run_1/registers.png
Other sequential cells in the stronger grey, the rest of the logic in the fainter grey.
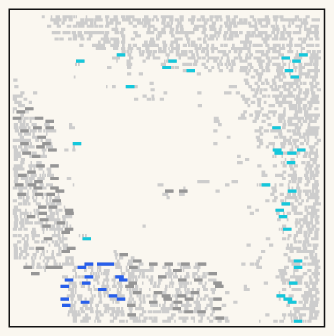
run_1/final_placement.png
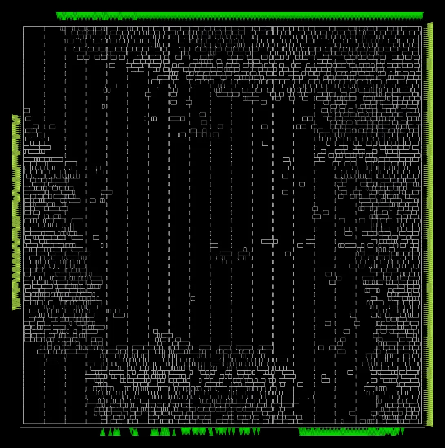
run_1/port_nets.png
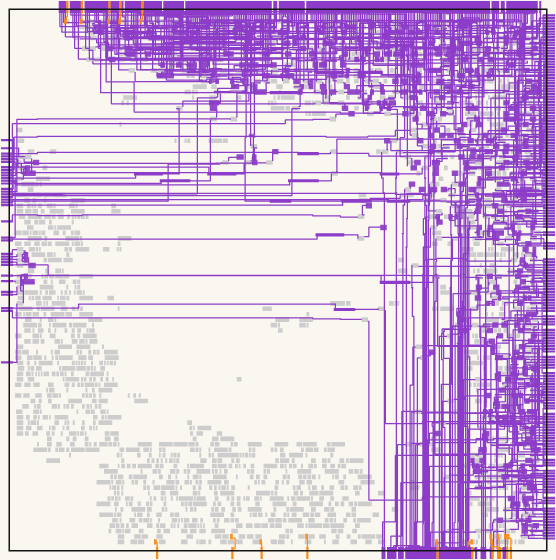
run_1/met3.png
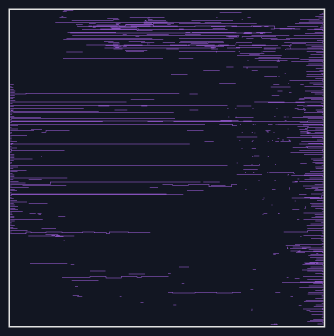
[config.mk]
export PLATFORM = sky130hd
export DESIGN_NAME = simframe_check
export DESIGN_NICKNAME = d
export VERILOG_FILES = /design/src/rtl/simframe_check.sv
export SDC_FILE = /design/constraint.sdc
export NUM_CORES = 1
export LEC_CHECK = 0
export CORE_AREA = 2 2 267 269
export CTS_BUF_LIST = sky130_fd_sc_hd__clkbuf_4 sky130_fd_sc_hd__clkbuf_8
export CTS_CLUSTER_DIAMETER = 80
export DETAILED_ROUTE_END_ITERATION = 8
export DIE_AREA = 0 0 269 271
export SETUP_SLACK_MARGIN = 0.15
export SLEW_MARGIN = 30
export SYNTH_ARGS = -nofsm -noshare
export SYNTH_HDL_FRONTEND = slang
export SYNTH_SLANG_ARGS = --single-unit
[constraint.sdc]
create_clock -name clk -period 6.3 [get_ports clk]
set_clock_uncertainty 0.2 [all_clocks]
set_input_delay 1.26 -clock clk [delete_from_list [all_inputs] [get_ports clk]]
set_output_delay 1.26 -clock clk [all_outputs]
set_load 0.02 [all_outputs]
[src/rtl/simframe_check.sv]
// simframe_check: checks a framed AXI-Stream against a repeating expected pattern.
// The expected pattern arrives on its own stream before each frame. Every lane of
// every beat is compared against it, TLAST placement is checked against the row
// geometry, and error statistics are kept.
// Optional feature macro: SIMFRAME_CHECK_ERRCAPTURE_EN records the row and beat
// position of the first error. Without it, first_err_row and first_err_cycle are 0.
module simframe_check #(
    parameter int PATTERN_WIDTH = 32,
    parameter int INPUT_WIDTH   = 512
) (
    input  logic                     clk,
    input  logic                     reset,
    input  logic [15:0]              CYCLES_PER_ROW,
    input  logic [15:0]              ROWS_PER_FRAME,
    input  logic [PATTERN_WIDTH-1:0] AXIS_EXP_TDATA,
    input  logic                     AXIS_EXP_TVALID,
    output logic                     AXIS_EXP_TREADY,
    input  logic [INPUT_WIDTH-1:0]   AXIS_IN_TDATA,
    input  logic                     AXIS_IN_TVALID,
    input  logic                     AXIS_IN_TLAST,
    output logic                     AXIS_IN_TREADY,
    input  logic                     clear_errors,
    output logic                     frame_done,
    output logic [31:0]              frame_count,
    output logic [31:0]              error_count,
    output logic                     data_error,
    output logic                     tlast_error,
    output logic [15:0]              first_err_row,
    output logic [15:0]              first_err_cycle
);

    localparam int LANES = INPUT_WIDTH / PATTERN_WIDTH;

    typedef enum logic {IDLE, RUN} state_t;

    state_t                   state_q, state_d;
    logic [PATTERN_WIDTH-1:0] pattern_q, pattern_d;
    logic [15:0]              cyc_rem_q, cyc_rem_d;
    logic [15:0]              row_rem_q, row_rem_d;
    logic                     frame_done_q, frame_done_d;
    logic [31:0]              frame_count_q, frame_count_d;
    logic [31:0]              error_count_q, error_count_d;
    logic                     data_error_q, data_error_d;
    logic                     tlast_error_q, tlast_error_d;

    logic [LANES-1:0] lane_mismatch;
    logic             in_ready;
    logic             exp_ready;
    logic             in_hs;
    logic             exp_hs;
    logic             last_beat;
    logic             beat_data_err;
    logic             beat_tlast_err;
    logic             beat_err;
    logic [31:0]      err_base;

    // Per-lane comparison against the pattern held before any same-cycle reload
    for (genvar gi = 0; gi < LANES; gi++) begin : g_lane
        assign lane_mismatch[gi] =
            (AXIS_IN_TDATA[gi*PATTERN_WIDTH +: PATTERN_WIDTH] != pattern_q);
    end

    assign last_beat      = (cyc_rem_q == 16'd0) && (row_rem_q == 16'd0);
    assign in_ready       = !reset && (state_q == RUN);
    assign in_hs          = AXIS_IN_TVALID && in_ready;
    // A new pattern is taken while idle, or while the final beat of a frame is accepted
    assign exp_ready      = !reset && ((state_q == IDLE) || (in_hs && last_beat));
    assign exp_hs         = AXIS_EXP_TVALID && exp_ready;
    assign beat_data_err  = in_hs && (|lane_mismatch);
    assign beat_tlast_err = in_hs && (AXIS_IN_TLAST != (cyc_rem_q == 16'd0));
    assign beat_err       = beat_data_err || beat_tlast_err;
    assign err_base       = clear_errors ? 32'd0 : error_count_q;

    // Next-state logic: frame sequencing, beat/row counting and error statistics
    always_comb begin
        state_d       = state_q;
        pattern_d     = pattern_q;
        cyc_rem_d     = cyc_rem_q;
        row_rem_d     = row_rem_q;
        frame_done_d  = 1'b0;
        frame_count_d = frame_count_q;
        error_count_d = error_count_q;
        data_error_d  = data_error_q;
        tlast_error_d = tlast_error_q;

        case (state_q)
            IDLE: begin
                if (exp_hs) begin
                    pattern_d = AXIS_EXP_TDATA;
                    cyc_rem_d = CYCLES_PER_ROW - 16'd1;
                    row_rem_d = ROWS_PER_FRAME - 16'd1;
                    state_d   = RUN;
                end
            end
            RUN: begin
                if (in_hs) begin
                    if (last_beat) begin
                        frame_done_d  = 1'b1;
                        frame_count_d = frame_count_q + 32'd1;
                        cyc_rem_d     = CYCLES_PER_ROW - 16'd1;
                        row_rem_d     = ROWS_PER_FRAME - 16'd1;
                        if (exp_hs) begin
                            pattern_d = AXIS_EXP_TDATA;
                        end else begin
                            state_d = IDLE;
                        end
                    end else if (cyc_rem_q != 16'd0) begin
                        cyc_rem_d = cyc_rem_q - 16'd1;
                    end else begin
                        cyc_rem_d = CYCLES_PER_ROW - 16'd1;
                        row_rem_d = row_rem_q - 16'd1;
                    end
                end
            end
            default: state_d = IDLE;
        endcase

        // A clear and an erroring beat in the same cycle: the clear is applied first,
        // then the error is counted on top of the cleared state.
        if (clear_errors) begin
            error_count_d = 32'd0;
            data_error_d  = 1'b0;
            tlast_error_d = 1'b0;
        end
        if (beat_err) begin
            error_count_d = (err_base == 32'hFFFF_FFFF) ? err_base : err_base + 32'd1;
            data_error_d  = (clear_errors ? 1'b0 : data_error_q) | beat_data_err;
            tlast_error_d = (clear_errors ? 1'b0 : tlast_error_q) | beat_tlast_err;
        end
    end

    // State and statistics registers
    always_ff @(posedge clk) begin
        if (reset) begin
            state_q       <= IDLE;
            pattern_q     <= '0;
            cyc_rem_q     <= 16'd0;
            row_rem_q     <= 16'd0;
            frame_done_q  <= 1'b0;
            frame_count_q <= 32'd0;
            error_count_q <= 32'd0;
            data_error_q  <= 1'b0;
            tlast_error_q <= 1'b0;
        end else begin
            state_q       <= state_d;
            pattern_q     <= pattern_d;
            cyc_rem_q     <= cyc_rem_d;
            row_rem_q     <= row_rem_d;
            frame_done_q  <= frame_done_d;
            frame_count_q <= frame_count_d;
            error_count_q <= error_count_d;
            data_error_q  <= data_error_d;
            tlast_error_q <= tlast_error_d;
        end
    end

`ifdef SIMFRAME_CHECK_ERRCAPTURE_EN
    logic        err_seen_q, err_seen_d;
    logic [15:0] first_err_row_q, first_err_row_d;
    logic [15:0] first_err_cycle_q, first_err_cycle_d;

    // Capture the position of the first erroring beat since reset or the last clear
    always_comb begin
        err_seen_d        = err_seen_q;
        first_err_row_d   = first_err_row_q;
        first_err_cycle_d = first_err_cycle_q;
        if (clear_errors) begin
            err_seen_d        = 1'b0;
            first_err_row_d   = 16'd0;
            first_err_cycle_d = 16'd0;
        end
        if (beat_err && (clear_errors || !err_seen_q)) begin
            err_seen_d        = 1'b1;
            first_err_row_d   = ROWS_PER_FRAME - 16'd1 - row_rem_q;
            first_err_cycle_d = CYCLES_PER_ROW - 16'd1 - cyc_rem_q;
        end
    end

    // First-error capture registers
    always_ff @(posedge clk) begin
        if (reset) begin
            err_seen_q        <= 1'b0;
            first_err_row_q   <= 16'd0;
            first_err_cycle_q <= 16'd0;
        end else begin
            err_seen_q        <= err_seen_d;
            first_err_row_q   <= first_err_row_d;
            first_err_cycle_q <= first_err_cycle_d;
        end
    end

    assign first_err_row   = first_err_row_q;
    assign first_err_cycle = first_err_cycle_q;
`else
    assign first_err_row   = 16'd0;
    assign first_err_cycle = 16'd0;
`endif

    assign AXIS_EXP_TREADY = exp_ready;
    assign AXIS_IN_TREADY  = in_ready;
    assign frame_done      = frame_done_q;
    assign frame_count     = frame_count_q;
    assign error_count     = error_count_q;
    assign data_error      = data_error_q;
    assign tlast_error     = tlast_error_q;

endmodule
==> run summary, run 1 <==
Int Power = 1.722 mW
Final Cell Area = 0.01944 mm^2
Met2 Routed Length = 36910 um
comb area leader = simple AND/OR/NAND/NOR gates
Critical Path AT = 3.62 ns
number of global-route vias before repair = 13.75k
DP Wirelength = 67070 um
Reg power frac = 0.358
FP Core Util = 0.1663
Clock net power = 0.773 mW
Worst R2R Start = pattern_q[28]
DRC violations left = 0
CP Launch Type = flop
fin. max-slew vios = 0
worst hold start = data_error
grt peak-use layer = met2
Remaining Overflow, GRT = 0
Total GRT Usage = 0.2085
r2r setup slk = 1.70 ns
yosys xor share = 0.1782
inverter count = 18
MUX share of area = 0.02858
I/O pin count = 683
Post-Place Setup Slack = 0.8532 ns
total number of vias = 15.04k
Post-synth top cells = nand2_1 (156), xnor2_1 (154), dfxtp_1 (132)
TritonCTS clock tree = yes
Nets = 2781
ANT cells = 23
Worst IR Drop VDD = 0.0001379 V
WS Path Type = reg -> out
clock power share = 0.287
largest area contributor in the netlist = dfxtp_1
share of cells above drive strength 1 = 0.03358
Setup TNS = 0 ns
Num CTS Buffers = 17
Worst-Margin Slew = 1.021 ns
final wirelength = 80020 um
P&R area growth vs syn = 67.57%
cell count along the critical path = 5
max incr delay on CP = 0.68 ns
outcome = finished, final reports clean
Placement Cell Area = 0.01901 mm^2
total power = 2.695 mW
Buf/Inv on CP = 1
fmax = 197.0 MHz
Post-synth regs = 132
combinational power share = 0.355
met3 Usage GRT = 0.08728
clk sinks = 132
hold_ws = 0.2734 ns
Die X = 269 um
CTS Buffer Depth = 2
CP Cell Sequence = nor4_1, nand4_1, or4_1, a21oi_1, clkdlybuf4s50_1
Max H-tree Level = 4
r2r endpoint = error_count[29]
worst setup path endpoint = AXIS_EXP_TREADY
Seq group = 0.965 mW
Sw Ratio = 0.3612
Logic area = 0.008379 mm^2
number of iterations in the first detailed-routing pass = 5
placed insts = 3113
M2 GR Usage = 0.3326
slew margin rel. = 0.3181
FF-to-FF path depth = 9
simple share = 0.3592
core area = 0.06979 mm^2
adder-cell share of the synthesized area = 0.007549
Compound Share, Synth = 0.1371
dominant kind of cell = multi-input combinational cells
unrepaired setup endpoints after global routing = no
Commonest Layout Cell = clkdlybuf4s50_1
highest-power group = registers
Back to the opening pictures, registers.png:
legend:
  `pattern_q`:
    colour: cyan
    placed_flops: 32
  `cyc_rem_q`:
    colour: blue
    placed_flops: 16
    where: south-west
not coloured: 84
flop share of the area: 0.1360
fin util: 0.2786
Sequential cell area: 0.002644 mm^2

Back to the opening pictures, final_placement.png:
Finished Layout Cells: 3167
# rows: 97
TAP cells: 940

Back to the opening pictures, port_nets.png:
legend:
  `first_err_row`:
    colour: orange
    bits: 16
    direction: output
    edge: 11 south, 5 north
    end_cells: 16
    buffers: 0
    wire: 88.8 um
  `AXIS_IN_TDATA`:
    colour: purple
    bits: 512
    direction: input
    edge: 246 north, 179 east, 52 south, 35 west
    end_cells: 464
    buffers: 512
    wire: 35.3 mm

Back to the opening pictures, met3.png:
longest straight run: 190 um
main direction: horizontal

==> run 2, diff against run 1 <==
--- a/config.mk
+++ b/config.mk
@@ -5,11 +5,11 @@
 export SDC_FILE = /design/constraint.sdc
 export NUM_CORES = 1
 export LEC_CHECK = 0
-export CORE_AREA = 2 2 267 269
+export CORE_AREA = 2 2 269 271
 export CTS_BUF_LIST = sky130_fd_sc_hd__clkbuf_4 sky130_fd_sc_hd__clkbuf_8
 export CTS_CLUSTER_DIAMETER = 80
 export DETAILED_ROUTE_END_ITERATION = 8
-export DIE_AREA = 0 0 269 271
+export DIE_AREA = 0 0 271 273
 export SETUP_SLACK_MARGIN = 0.15
 export SLEW_MARGIN = 30
 export SYNTH_ARGS = -nofsm -noshare
==> constraint.sdc (replaced) <==
create_clock -name clk -period 5 [get_ports clk]
set_clock_uncertainty 0.2 [all_clocks]
set_input_delay 1 -clock clk [delete_from_list [all_inputs] [get_ports clk]]
set_output_delay 1 -clock clk [all_outputs]
set_load 0.02 [all_outputs]
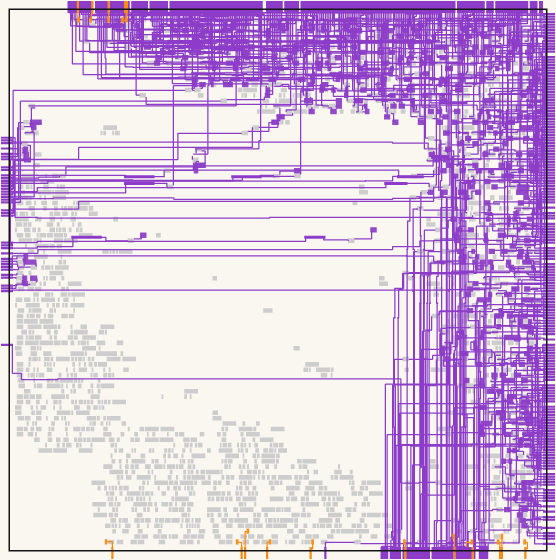
run_2/port_nets.png
legend:
  `AXIS_IN_TDATA`:
    colour: purple
    bits: 512
    direction: input
    edge: 243 north, 179 east, 52 south, 38 west
    end_cells: 464
    buffers: 512
    wire: 35.4 mm
  `first_err_row`:
    colour: orange
    bits: 16
    direction: output
    edge: 11 south, 5 north
    end_cells: 16
    buffers: 0
    wire: 96.4 um

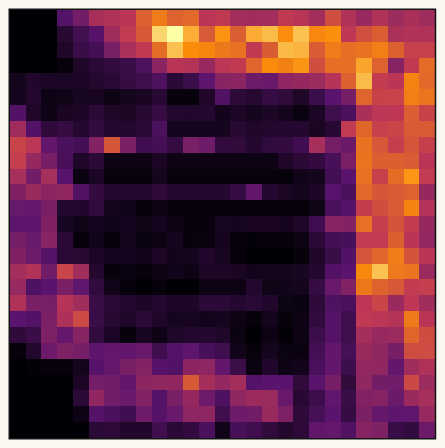
run_2/wire_density.png
The die is cut into 27 by 27 equal tiles; black is low, pale yellow is high, scaled to the fullest tile. Values are wire area over tile area, all layers added.
densest ninth of the die: north-east
emptiest ninth of the die: centre
tiles over half the peak: 18%
WL per Instance: 24.86 um
Total GRT Usage: 0.2030
total number of vias: 15.26k
final wirelength: 79620 um

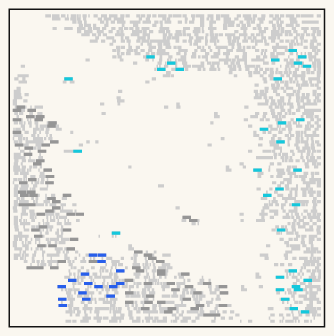
run_2/registers.png
Other sequential cells in the stronger grey, the rest of the logic in the fainter grey.
legend:
  `cyc_rem_q`:
    colour: blue
    placed_flops: 16
    where: south-west
  `pattern_q`:
    colour: cyan
    placed_flops: 32
not coloured: 84
fin util: 0.2776
Seq group: 1.21 mW
flop share of the area: 0.1342

==> run 2 against run 1 <==
Final cell count grew 1.1%. Count of clock-buffer cells in the layout grew 3. Register-to-register slack lost 0.82 ns. Non-clock buffer count grew 30. Wire length shrank 0.49%. Global-route usage shrank 0.55 points. Worst setup slack lost 0.77 ns. Critical path depth grew 2. Worst hold slack lost 0.0045 ns. Sequential power grew 25%. Utilization shrank 0.10 points.
==> run summary, run 2 <==
Post-synth top cells = nand2_1 (156), xnor2_1 (154), dfxtp_1 (132)
adder-cell share of the synthesized area = 0.007549 (unchanged)
most frequent cells in the layout = clkdlybuf4s50_1 (649), nand2_1 (156), xnor2_1 (154), dfxtp_1 (131), nand4_1 (113)
number of iterations in the first detailed-routing pass = 5 (unchanged)
Max H-tree Level = 4 (unchanged)
fin. max-slew vios = 0 (unchanged)
Yosys cell types = 59
Int Power = 2.207 mW (+28%)
Worst IR Drop VDD = 0.0001735 V (+26%)
Post-Place Setup Slack = 0.09502 ns (-0.7582 ns)
multi-input gates = 1341
r2r endpoint = error_count[7]
Finished Layout Cells = 3203 (+1.1%)
Num CTS Buffers = 17 (unchanged)
CTS Buffer Depth = 2 (unchanged)
worst hold start = data_error
Buf/Inv on CP = 2 (+1)
initial antenna violation count = 64
Critical Path AT = 3.35 ns (-0.27 ns)
Nets = 2811 (+1.1%)
Tmin final = 4.546 ns
Power Density = 173.2 mW/mm^2
tool warnings = 27
met3 Usage GRT = 0.07662 (-0.01067)
Worst-Margin Slew = 1.145 ns (+0.1233 ns)
outcome = finished, final reports clean
DRC violations left = 0 (unchanged)
Reg power frac = 0.354 (-0.004)
M2 GR Usage = 0.3227 (-0.009955)
number of enable flip-flop cells = 0
I/O pin count = 683 (unchanged)
DP Wirelength = 67430 um (+0.54%)
grt peak-use layer = met2
hold_ws = 0.2689 ns (-0.004514 ns)
core area = 0.07100 mm^2 (+1.7%)
ANT cells = 19 (-17%)
max incr delay on CP = 0.68 ns (about the same)
comb area leader = simple AND/OR/NAND/NOR gates
largest net degree at the start of global routing = 65
simple share = 0.3592 (unchanged)
clk sinks = 132 (unchanged)
Flop Count = 132
Late-Pin Clk Latency = 0.55 ns
CP Capture Type = output port
total power = 3.413 mW (+27%)
TAP cells = 950 (+1.1%)
largest area contributor in the netlist = dfxtp_1
Min-Delay Path Class = reg -> reg
cell count along the critical path = 7 (+2)
TritonCTS clock tree = yes
Die X = 271 um (+0.74%)
Top delay family on crit path = simple AND/OR/NAND/NOR gates
placed insts = 3151 (+1.2%)
fmax = 220.0 MHz
inverter count = 18 (unchanged)
Post-synth regs = 132 (unchanged)
Met2 Routed Length = 36480 um (-1.2%)
Commonest Layout Cell = clkdlybuf4s50_1
Placement Cell Area = 0.01926 mm^2 (+1.3%)
MUX share of area = 0.02858 (unchanged)
Setup TNS = 0 ns (unchanged)
Remaining Overflow, GRT = 0 (unchanged)
WS Path Type = reg -> out
share of cells above drive strength 1 = 0.04611 (+0.01253)
yosys xor share = 0.1782 (unchanged)
Final Cell Area = 0.01971 mm^2 (+1.4%)
Sequential cell area = 0.002644 mm^2 (unchanged)
r2r setup slk = 0.88 ns (-0.82 ns)
unrepaired setup endpoints after global routing = no
FP Core Util = 0.1634 (-0.002833)
filler instances = 7750
Compound Share, Synth = 0.1371 (unchanged)
CP Launch Type = flop
dominant kind of cell = multi-input combinational cells
Worst R2R Start = pattern_q[7]
CP Cell Sequence = inv_1, ha_1, nor3b_1, nand3_1, or4_1, a21oi_1, clkdlybuf4s50_1
worst setup path endpoint = AXIS_EXP_TREADY
Logic area = 0.008374 mm^2 (about the same)
# rows = 98 (+1.0%)
Sw Ratio = 0.3534 (-0.007853)
PortBufs = 650
cell depth of the worst hold path = 2
Clock net power = 0.976 mW (+26%)
clock power share = 0.286 (about the same)
P&R area growth vs syn = 69.85%
FF-to-FF path depth = 12 (+3)
combinational power share = 0.360 (+0.005)
slew margin rel. = 0.2358 (-0.08230)
highest-power group = combinational logic
number of global-route vias before repair = 13.59k (-1.2%)
==> run 3, diff against run 2 <==
--- a/config.mk
+++ b/config.mk
@@ -5,11 +5,11 @@
 export SDC_FILE = /design/constraint.sdc
 export NUM_CORES = 1
 export LEC_CHECK = 0
-export CORE_AREA = 2 2 269 271
+export CORE_AREA = 2 2 263 265
 export CTS_BUF_LIST = sky130_fd_sc_hd__clkbuf_4 sky130_fd_sc_hd__clkbuf_8
 export CTS_CLUSTER_DIAMETER = 80
 export DETAILED_ROUTE_END_ITERATION = 8
-export DIE_AREA = 0 0 271 273
+export DIE_AREA = 0 0 265 267
 export SETUP_SLACK_MARGIN = 0.15
 export SLEW_MARGIN = 30
 export SYNTH_ARGS = -nofsm -noshare
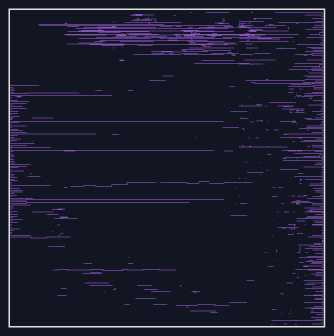
run_3/met3.png
main direction: horizontal
wire length on this layer: 7650 um
nets with wire on the layer: 506
longest straight run: 180 um

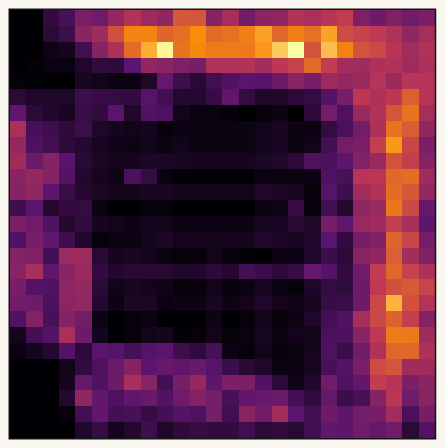
run_3/wire_density.png
The die is cut into 26 by 27 equal tiles; black is low, pale yellow is high, scaled to the fullest tile. Values are wire area over tile area, all layers added.
total number of vias: 15.20k
WL per Instance: 25.33 um

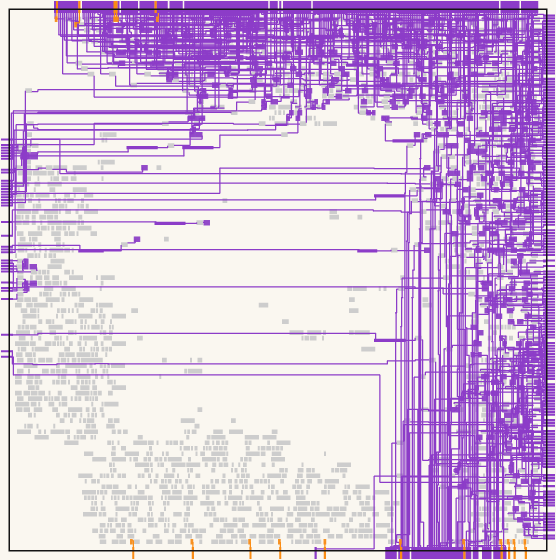
run_3/port_nets.png
legend:
  `first_err_row`:
    colour: orange
    bits: 16
    direction: output
    edge: 11 south, 5 north
    end_cells: 16
    buffers: 0
    wire: 69.8 um
  `AXIS_IN_TDATA`:
    colour: purple
    bits: 512
    direction: input
    edge: 244 north, 175 east, 57 south, 36 west
    end_cells: 464
    buffers: 512
    wire: 35.1 mm

==> run 3 against run 2 <==
Synthesized area did not move. Synthesized cell count unchanged. Critical path depth decreased by 1. Largest cell class unchanged. Largest power group is now registers.
==> run summary, run 3 <==
Critical Path AT = 3.30 ns (-0.05 ns)
dominant kind of cell = multi-input combinational cells
CP Launch Type = flop
most frequent cells in the layout = clkdlybuf4s50_1 (649), nand2_1 (156), xnor2_1 (154), dfxtp_1 (129), nand4_1 (113)
Finished Layout Cells = 3126 (-2.4%)
clk sinks = 132 (unchanged)
final wirelength = 79180 um (-0.56%)
highest-power group = registers
CP Cell Sequence = nor4_1, nand4_1, buf_4, or4_1, a21oi_1, clkdlybuf4s50_1
hold_ws = 0.2765 ns (+0.007540 ns)
Nets = 2803 (-0.28%)
Yosys cell types = 59 (unchanged)
number of iterations in the first detailed-routing pass = 6 (+1)
largest area contributor in the netlist = dfxtp_1
flop share of the area = 0.1349 (+0.0007863)
DP Wirelength = 66640 um (-1.2%)
FP Core Util = 0.1707 (+0.007236)
grt peak-use layer = met2
Min-Delay Path Class = reg -> reg
Placement Cell Area = 0.01913 mm^2 (-0.66%)
r2r endpoint = error_count[3]
FF-to-FF path depth = 10 (-2)
CTS Buffer Depth = 2 (unchanged)
filler instances = 7368 (-4.9%)
DRC violations left = 0 (unchanged)
outcome = finished, final reports clean
fin util = 0.2884 (+0.01087)
Top delay family on crit path = simple AND/OR/NAND/NOR gates
Clock net power = 1.07 mW (+10%)
I/O pin count = 683 (unchanged)
Power Density = 179.2 mW/mm^2 (+3.5%)
Met2 Routed Length = 35360 um (-3.1%)
Compound Share, Synth = 0.1371 (unchanged)
inverter count = 18 (unchanged)
cell count along the critical path = 6 (-1)
Worst R2R Start = pattern_q[20]
Power and IR drop assume default switching activity.
